==> config.mk <==
export PLATFORM = sky130hd
export DESIGN_NAME = trace_readout
export DESIGN_NICKNAME = d
export VERILOG_FILES = /design/src/rtl/trace_readout.sv
export SDC_FILE = /design/constraint.sdc
export NUM_CORES = 1
export LEC_CHECK = 0
export CORE_MARGIN = 4
export CORE_UTILIZATION = 53
export DETAILED_ROUTE_END_ITERATION = 16
export PLACE_DENSITY = 0.84
export REMOVE_ABC_BUFFERS = 1
export SETUP_SLACK_MARGIN = 0.1
export SLEW_MARGIN = 10
export SYNTH_ARGS = -nofsm -noshare
export SYNTH_HDL_FRONTEND = slang
export SYNTH_SLANG_ARGS = --single-unit
==> constraint.sdc <==
create_clock -name clk -period 4.9 [get_ports clk]
set_clock_uncertainty 0.05 [all_clocks]
set_input_delay 0.49 -clock clk [delete_from_list [all_inputs] [get_ports clk]]
set_output_delay 0.49 -clock clk [all_outputs]
set_load 0.005 [all_outputs]
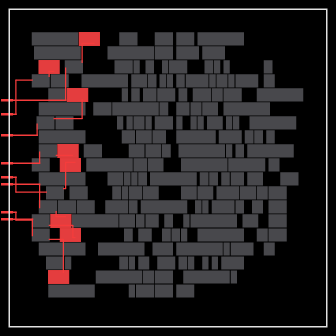
Figure 1: run 1, wires at chosen ports, followed through buffers.
- red: `mem_rd_data` (direction input; end cells 8; buffers 8; wire 121 microns)
port buffer count: 34
io pins: 35

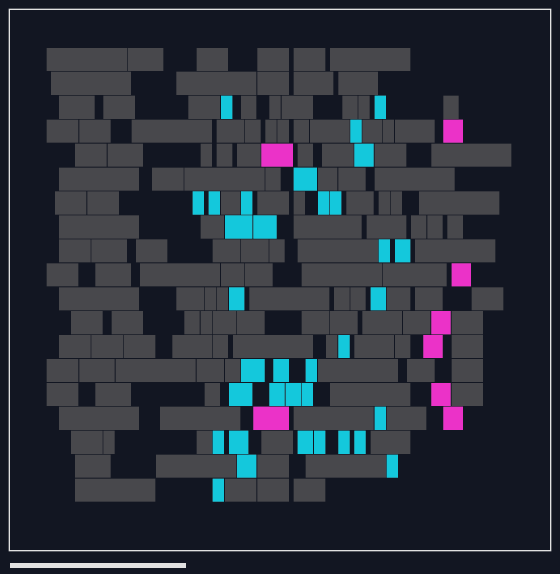
Figure 2: run 1, gate families picked out.
The bar under the picture is 20 microns long.
- cyan: nand cells (cells 34; most used nand2_1)
- magenta: and/or cells (cells 8; most used and2_1)
count of non-filler cells in the finished layout: 213
logic share of the area: 0.415
top logic cell by instance count in the layout: sky130_fd_sc_hd__clkdlybuf4s50_1

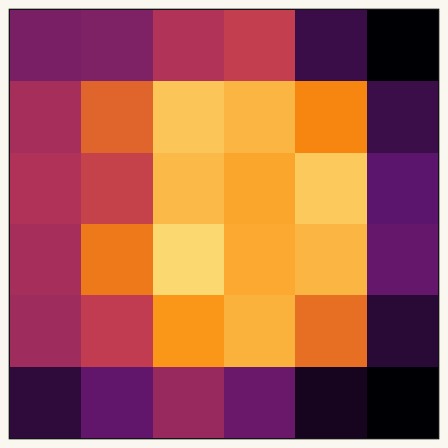
Figure 3: run 1, cell area per tile.
The die is cut into 6 by 6 equal tiles; black is low, pale yellow is high, 0 to 100% covered.
- densest ninth of the die: middle
- mean over tiles: 49%
- emptiest ninth of the die: bottom right
- fullest tile: 91%
area of the placeable core: 2730 sq um
initial cell density of the core: 0.552
final core occ: 0.693

==> out/results.md, run 1 <==
| Result | Value |
|---|---|
| Run status | complete, no violations |
| Syn. warnings | 0 |
| Leakage Power | 0.000858 uW |
| Cell variety after synth | 33 |
| CTS tree | done |
| Fin crit share | 0.568 |
| Critical path start-end classification | flip-flop to output port |
| Buffer-and-inverter tally for the worst setup path | 1 |
| Root cell of the clock tree | sky130_fd_sc_hd__clkbuf_4 |
| Final antenna-violating net count | 0 |
| Routed vias | 1228 |
| Antenna fix cells | 0 |
| Chip area | 3770 sq um |
| Via-per-instance ratio | 5.77 |
| Switch Pwr | 355 uW |
| Post-Place Cells | 209 |
| Hold Path Cell Cnt | 2 |
| Count of tool warnings | 28 |
| Syn_area_per_cell | 10.1 sq um |
| Worst supply voltage drop on vdd | 0.424 mV |
| Cells on worst reg2reg path | 6 |
| Antenna violations before repair | 0 |
| Number of DRC violations after detailed-routing iteration 0 | 52 |
| Cell taking the most area after synthesis | sky130_fd_sc_hd__dfrtp_1 |
| Row count | 19 |
| Cell area after layout | 1900 sq um |
| Cell family contributing the most delay on the critical path | flip-flops |
| Switching share of total power | 0.368 |
| Final critical path time including I/O delays and setup | 2.78 ns |
| Worst endpoint required time | 4.36 ns |
| Maximum number of pins on one net before global-route repair | 28 |
| Critical-path cell list | ha_1 -> a21o_1 -> a21oi_1 -> xnor2_1 -> and2_1 -> clkdlybuf4s50_1 |
| Hold violation total from the final report | 0 |
| Flip-flop count of the largest register after layout | 8 |
| Total global-route track usage | 0.198 |
| Max-area cell share | 0.447 |
| Final layout net count | 211 |
| Normalized max-slew margin | 0.325 |
| Fin. max-slew vios | 0 |
| Synthesis-to-finish area growth | 25.5% |
| Yosys Chip Area | 1510 sq um |
==> run 1: worst register-to-register path, delay by kind of cell, from the launching register on <==
kind	cells	cell delay (ns)
buf+inv	1	0.12
flops	1	0.47
simple gates	2	0.76
fa+ha+maj	1	0.29
compound gates	2	0.32
==> run 1: synthesized netlist by cell type, types with 2 or more instances <==
cell	n
sky130_fd_sc_hd__buf_2	2
sky130_fd_sc_hd__nand3b_1	4
sky130_fd_sc_hd__xor2_1	5
sky130_fd_sc_hd__dfrtp_1	27
sky130_fd_sc_hd__nor3_1	2
sky130_fd_sc_hd__mux2_2	8
sky130_fd_sc_hd__xnor2_1	6
sky130_fd_sc_hd__inv_1	7
sky130_fd_sc_hd__clkbuf_1	3
sky130_fd_sc_hd__nor2b_1	2
sky130_fd_sc_hd__ha_1	9
sky130_fd_sc_hd__mux2i_1	2
sky130_fd_sc_hd__a21oi_1	6
sky130_fd_sc_hd__nand2_1	19
sky130_fd_sc_hd__nor2_1	7
sky130_fd_sc_hd__nand3_1	7
sky130_fd_sc_hd__o21ai_0	11
sky130_fd_sc_hd__and2_1	4
sky130_fd_sc_hd__nand2b_1	3
sky130_fd_sc_hd__or3_1	2
==> run 1: power by group through the flow <==
stage               clock network (uW)  logic (uW)  registers [uW]
floorplan                            0         291             366
global route                       110         545             386
finish                             101         490             373
detailed placement                   0         492             378
CTS                               99.9         496             373
global placement                     0         468             369
==> run 1: placed cells by master (no fill, tap or decap), types with 2 or more instances in the layout <==
cell	netlist	routed
sky130_fd_sc_hd__nand2_1	19	19
sky130_fd_sc_hd__xor2_1	5	5
sky130_fd_sc_hd__and2_1	4	4
sky130_fd_sc_hd__nor2_1	7	7
sky130_fd_sc_hd__or3_1	2	2
sky130_fd_sc_hd__nand3b_1	4	4
sky130_fd_sc_hd__clkbuf_4	0	3
sky130_fd_sc_hd__a21oi_1	6	6
sky130_fd_sc_hd__inv_1	7	7
sky130_fd_sc_hd__mux2i_1	2	2
sky130_fd_sc_hd__mux2_2	8	8
sky130_fd_sc_hd__nor3_1	2	2
sky130_fd_sc_hd__clkdlybuf4s50_1	0	34
sky130_fd_sc_hd__xnor2_1	6	6
sky130_fd_sc_hd__ha_1	9	9
sky130_fd_sc_hd__nand3_1	7	7
sky130_fd_sc_hd__dfrtp_1	27	27
sky130_fd_sc_hd__o21ai_0	11	11
sky130_fd_sc_hd__nand2b_1	3	3
sky130_fd_sc_hd__nor2b_1	2	2
==> run 1: metal layers <==
| layer | vias up | track usage | wire [microns] |
|---|---|---|---|
| met4 | 0 | 0.0788 | 77 |
| met2 | 41 | 0.349 | 1720 |
| li1 | 574 | - | - |
| met5 | - | 0 | 0 |
| met3 | 8 | 0.0419 | 179 |
| met1 | 605 | 0.236 | 1450 |
==> run 1: final cells by class <==
| cell class | instances | area (sq um) |
|---|---|---|
| Fill cell | 225 | 838 |
| Multi-Input combinational cell | 110 | 787 |
| Clock buffer | 3 | 22.5 |
| Clock inverter | 1 | 5.00 |
| Tap cell | 31 | 38.8 |
| Inverter | 7 | 26.3 |
| Timing Repair Buffer | 34 | 340 |
| Sequential cell | 27 | 676 |
Figure 4. Cell outlines without signal wires (run 1).
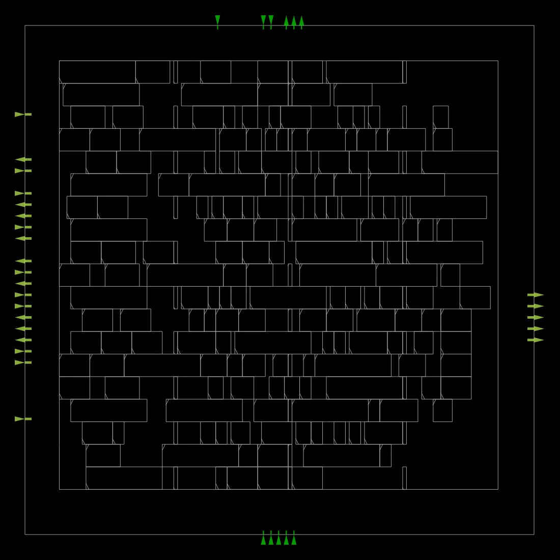

==> inputs of run 2 (changes only) <==
--- a/config.mk
+++ b/config.mk
@@ -6,9 +6,9 @@
 export NUM_CORES = 1
 export LEC_CHECK = 0
 export CORE_MARGIN = 4
-export CORE_UTILIZATION = 53
+export CORE_UTILIZATION = 44
 export DETAILED_ROUTE_END_ITERATION = 16
-export PLACE_DENSITY = 0.84
+export PLACE_DENSITY = 0.74
 export REMOVE_ABC_BUFFERS = 1
 export SETUP_SLACK_MARGIN = 0.1
 export SLEW_MARGIN = 10
==> constraint.sdc (replaced) <==
create_clock -name clk -period 2.3 [get_ports clk]
set_clock_uncertainty 0.05 [all_clocks]
set_input_delay 0.23 -clock clk [delete_from_list [all_inputs] [get_ports clk]]
set_output_delay 0.23 -clock clk [all_outputs]
set_load 0.005 [all_outputs]
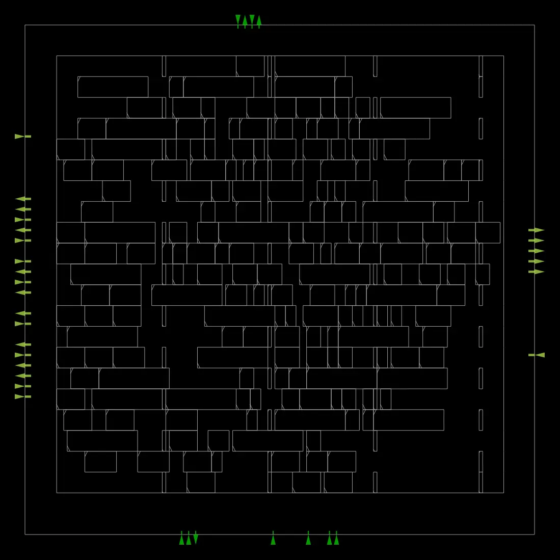
Figure 5: run 2, cell outlines without signal wires.
count of non-filler cells in the finished layout: 235
number of tap instances: 46
proportion of cell area occupied by registers: 0.343
number of sequential cells in the layout: 27
number of fill cells: 305

==> out/results.md, run 2 <==
| Result | Value |
|---|---|
| Root cell of the clock tree | sky130_fd_sc_hd__clkbuf_4 |
| Die height | 66.6 microns |
| Worst endpoint required time | 2.02 ns |
| Combinational fraction of design power | 0.520 |
| Clock network fraction of design power | 0.110 |
| Final RePlAce weighted congestion | 0.809 |
| Final layout net count | 218 |
| Port buffer count | 34 |
| Syn. warnings | 0 |
| Seq pwr share | 0.370 |
| Vias in the first global route | 1260 |
| Fin crit share | 0.923 |
| Max-area cell share | 0.447 |
| Synthesis-to-finish area growth | 30.6% |
| CTS tree | done |
| Final critical path time including I/O delays and setup | 2.12 ns |
| Area of the placeable core | 3340 sq um |
| Final antenna-violating net count | 0 |
| Type of the most critical hold path | input port to async pin |
| DRC violation count after routing | 0 |
| Cell family contributing the most delay on the critical path | adder cells |
| Instance area after placement | 1920 sq um |
| Normalized max-slew margin | 0.739 |
| Via-per-instance ratio | 5.18 |
| Fin. max-slew vios | 0 |
| Pre-CTS WS | 0.170 ns |
| Critical-path cell list | ha_2 -> fa_2 -> xor2_1 -> and2_1 -> dlygate4sd2_1 |
| Leakage Power | 0.000900 uW |
| Fraction of final layout cells sized beyond drive strength 1 | 0.148 |
| Worst-path cell with the longest stage delay | sky130_fd_sc_hd__dfrtp_1 |
| Count of H-tree levels built during CTS | 1 |
| Io pins | 35 |
| Maximum root-to-sink buffer count | 2 |
| Synth async-reset ratio | 1.00 |
| Initial cell density of the core | 0.453 |
| Most common reg cell | sky130_fd_sc_hd__dfrtp_1 |
| Wirelength per Cell | 13.9 microns |
| Pin slew with the least headroom to its limit | 0.391 ns |
| Antenna violations before repair | 0 |
| Count of max-cap constraint violations | 0 |
| Leading cell types by count after synthesis | sky130_fd_sc_hd__dfrtp_1 (27), sky130_fd_sc_hd__nand2_1 (19), sky130_fd_sc_hd__o21ai_0 (11) |
| Clock Sinks | 27 |
| Most frequently placed logic cells in the final layout | sky130_fd_sc_hd__clkdlybuf4s50_1 (31), sky130_fd_sc_hd__dfrtp_1 (27), sky130_fd_sc_hd__nand2_1 (19) |
| Hold slack final | 0.169 ns |
| Flip-flop count of the largest register after layout | 8 |
| Reg clk slew, reported paths | 0.16 ns |
| Unrepaired setup endpoints after global routing | true |
| Syn_area_per_cell | 10.1 sq um |
| Synthesized instance count | 149 |
| Reg-to-reg slack, setup | 0.36 ns |
| Peak Freq | 471 MHz |
| Top logic cell by instance count in the layout | sky130_fd_sc_hd__clkdlybuf4s50_1 |
| Worst supply voltage drop on vdd | 0.556 mV |
| Buffer-and-inverter tally for the worst setup path | 1 |
| Antenna fix cells | 0 |
| Area occupied by registers | 676 sq um |
| Source-to-sink clock delay at the later pin of the worst-skew pair | 0.34 ns |
| Cell variety after synth | 33 |
| Switching share of total power | 0.365 |
| Cells on worst reg2reg path | 5 |
| Internal Pwr Total | 1320 uW |
| Row count | 21 |
| Switch Pwr | 761 uW |
| Chip area | 4430 sq um |
| Run status | complete, no violations |
| Count of tool warnings | 29 |
| Detailed-placement wirelength estimate | 2.49 mm |
| Number of DRC violations after detailed-routing iteration 0 | 55 |
| Cell taking the most area after synthesis | sky130_fd_sc_hd__dfrtp_1 |
| Signal arrival time at the worst endpoint | 1.84 ns |
| Hold violation total from the final report | 0 |
| Final tally of setup violations | 0 |
| Yosys Instances | 149 |
| Yosys Chip Area | 1510 sq um |
| Area of the mapped netlist | 1510 sq um |
| Cell area after layout | 1970 sq um |
| Total global-route track usage | 0.163 |
| Area of combinational cells with multiple inputs | 796 sq um |
| Critical Path Sink Type | output port |
| Critical path start-end classification | flip-flop to output port |
| Most common cell in the netlist | sky130_fd_sc_hd__dfrtp_1 |
| Post-Place Cells | 228 |
| Maximum number of pins on one net before global-route repair | 28 |
| Worst Setup Slack, final | 0.178 ns |
| Count of library flops with an enable pin | 0 |
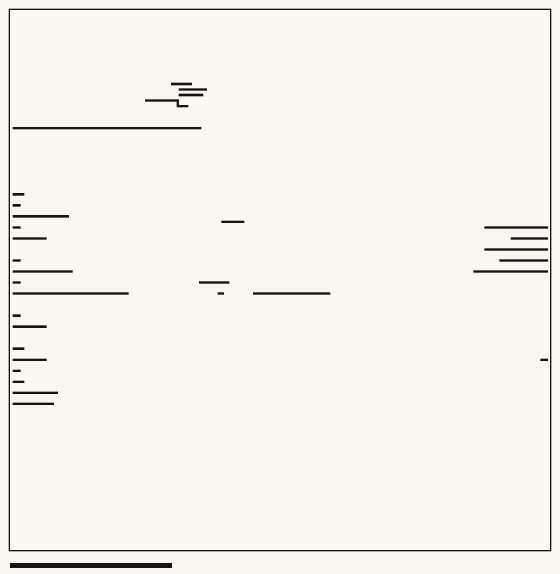
Figure 6: run 2, met3 routing.
The bar under the picture is 20 microns long.
- longest straight run: 23.0 microns
- nets with wire on the layer: 30
- main direction: horizontal
- wire length on this layer: 144 microns
- share of all routed wire: 4.4%
routed vias: 1218
routed wire length: 3.27 mm
global-route met3 utilization: 0.0270

[run 2: cell counts after synthesis]
No cell type changed its count.
[run 2: final cells by class]
cell class              instances  area share
inverters                       7      0.0133
repair buffers                 41       0.195
flip-flops and latches         27       0.343
multi-input cells             110       0.404
clock inverters                 1     0.00444
well taps                      46      0.0292
clock buffers                   3      0.0114
[run 2: what timing repair did]
action                                  4_1_cts  5_1_grt
endpoints found under the setup margin        3        3
gates resized                                 5        3
setup buffers                                 2        1
pin swaps                                     3        3
[run 2: per-stage QoR]
step	utilization	power (uW)
2_1_floorplan	-	1400
3_3_place_gp	0.574	1800
3_5_place_dp	0.574	1850
4_1_cts	0.589	2100
5_1_grt	0.591	2260
6_report	0.591	2080
[run 2: metal layers]
layer | global-route usage | vias to the layer above | wire length, microns
met2 | 0.297 | 36 | 1700
met4 | 0.0533 | 0 | 27
met5 | 0 | - | 0
met3 | 0.0270 | 4 | 144
li1 | - | 591 | -
met1 | 0.191 | 587 | 1400
[run 2: kinds of logic after synthesis]
logic type                 count (synthesis)  share of synthesized area
and+or+nand+nor                           54                      0.185
DFF                                       27                      0.447
AOI/OAI and AO/OA                         25                      0.112
buffers and inverters                     12                     0.0315
xor gates and xnor gates                  11                     0.0638
muxes                                     10                     0.0729
adders and majority gates                 10                     0.0878
[run 2: power groups by stage]
stage	clock network [uW]	registers, uW	logic, uW
floorplan	0	780	619
global placement	0	780	1020
detailed placement	0	795	1050
CTS	237	773	1090
global route	254	795	1210
finish	230	771	1080
[run 2: tightest hold or removal path, cell delays in order]
cell and delay, ns:
sky130_fd_sc_hd__clkdlybuf4s50_1 0.39, sky130_fd_sc_hd__inv_1 0.05, sky130_fd_sc_hd__buf_4 0.31
Power figures rest on the tool's default switching activity, not on a simulated workload.
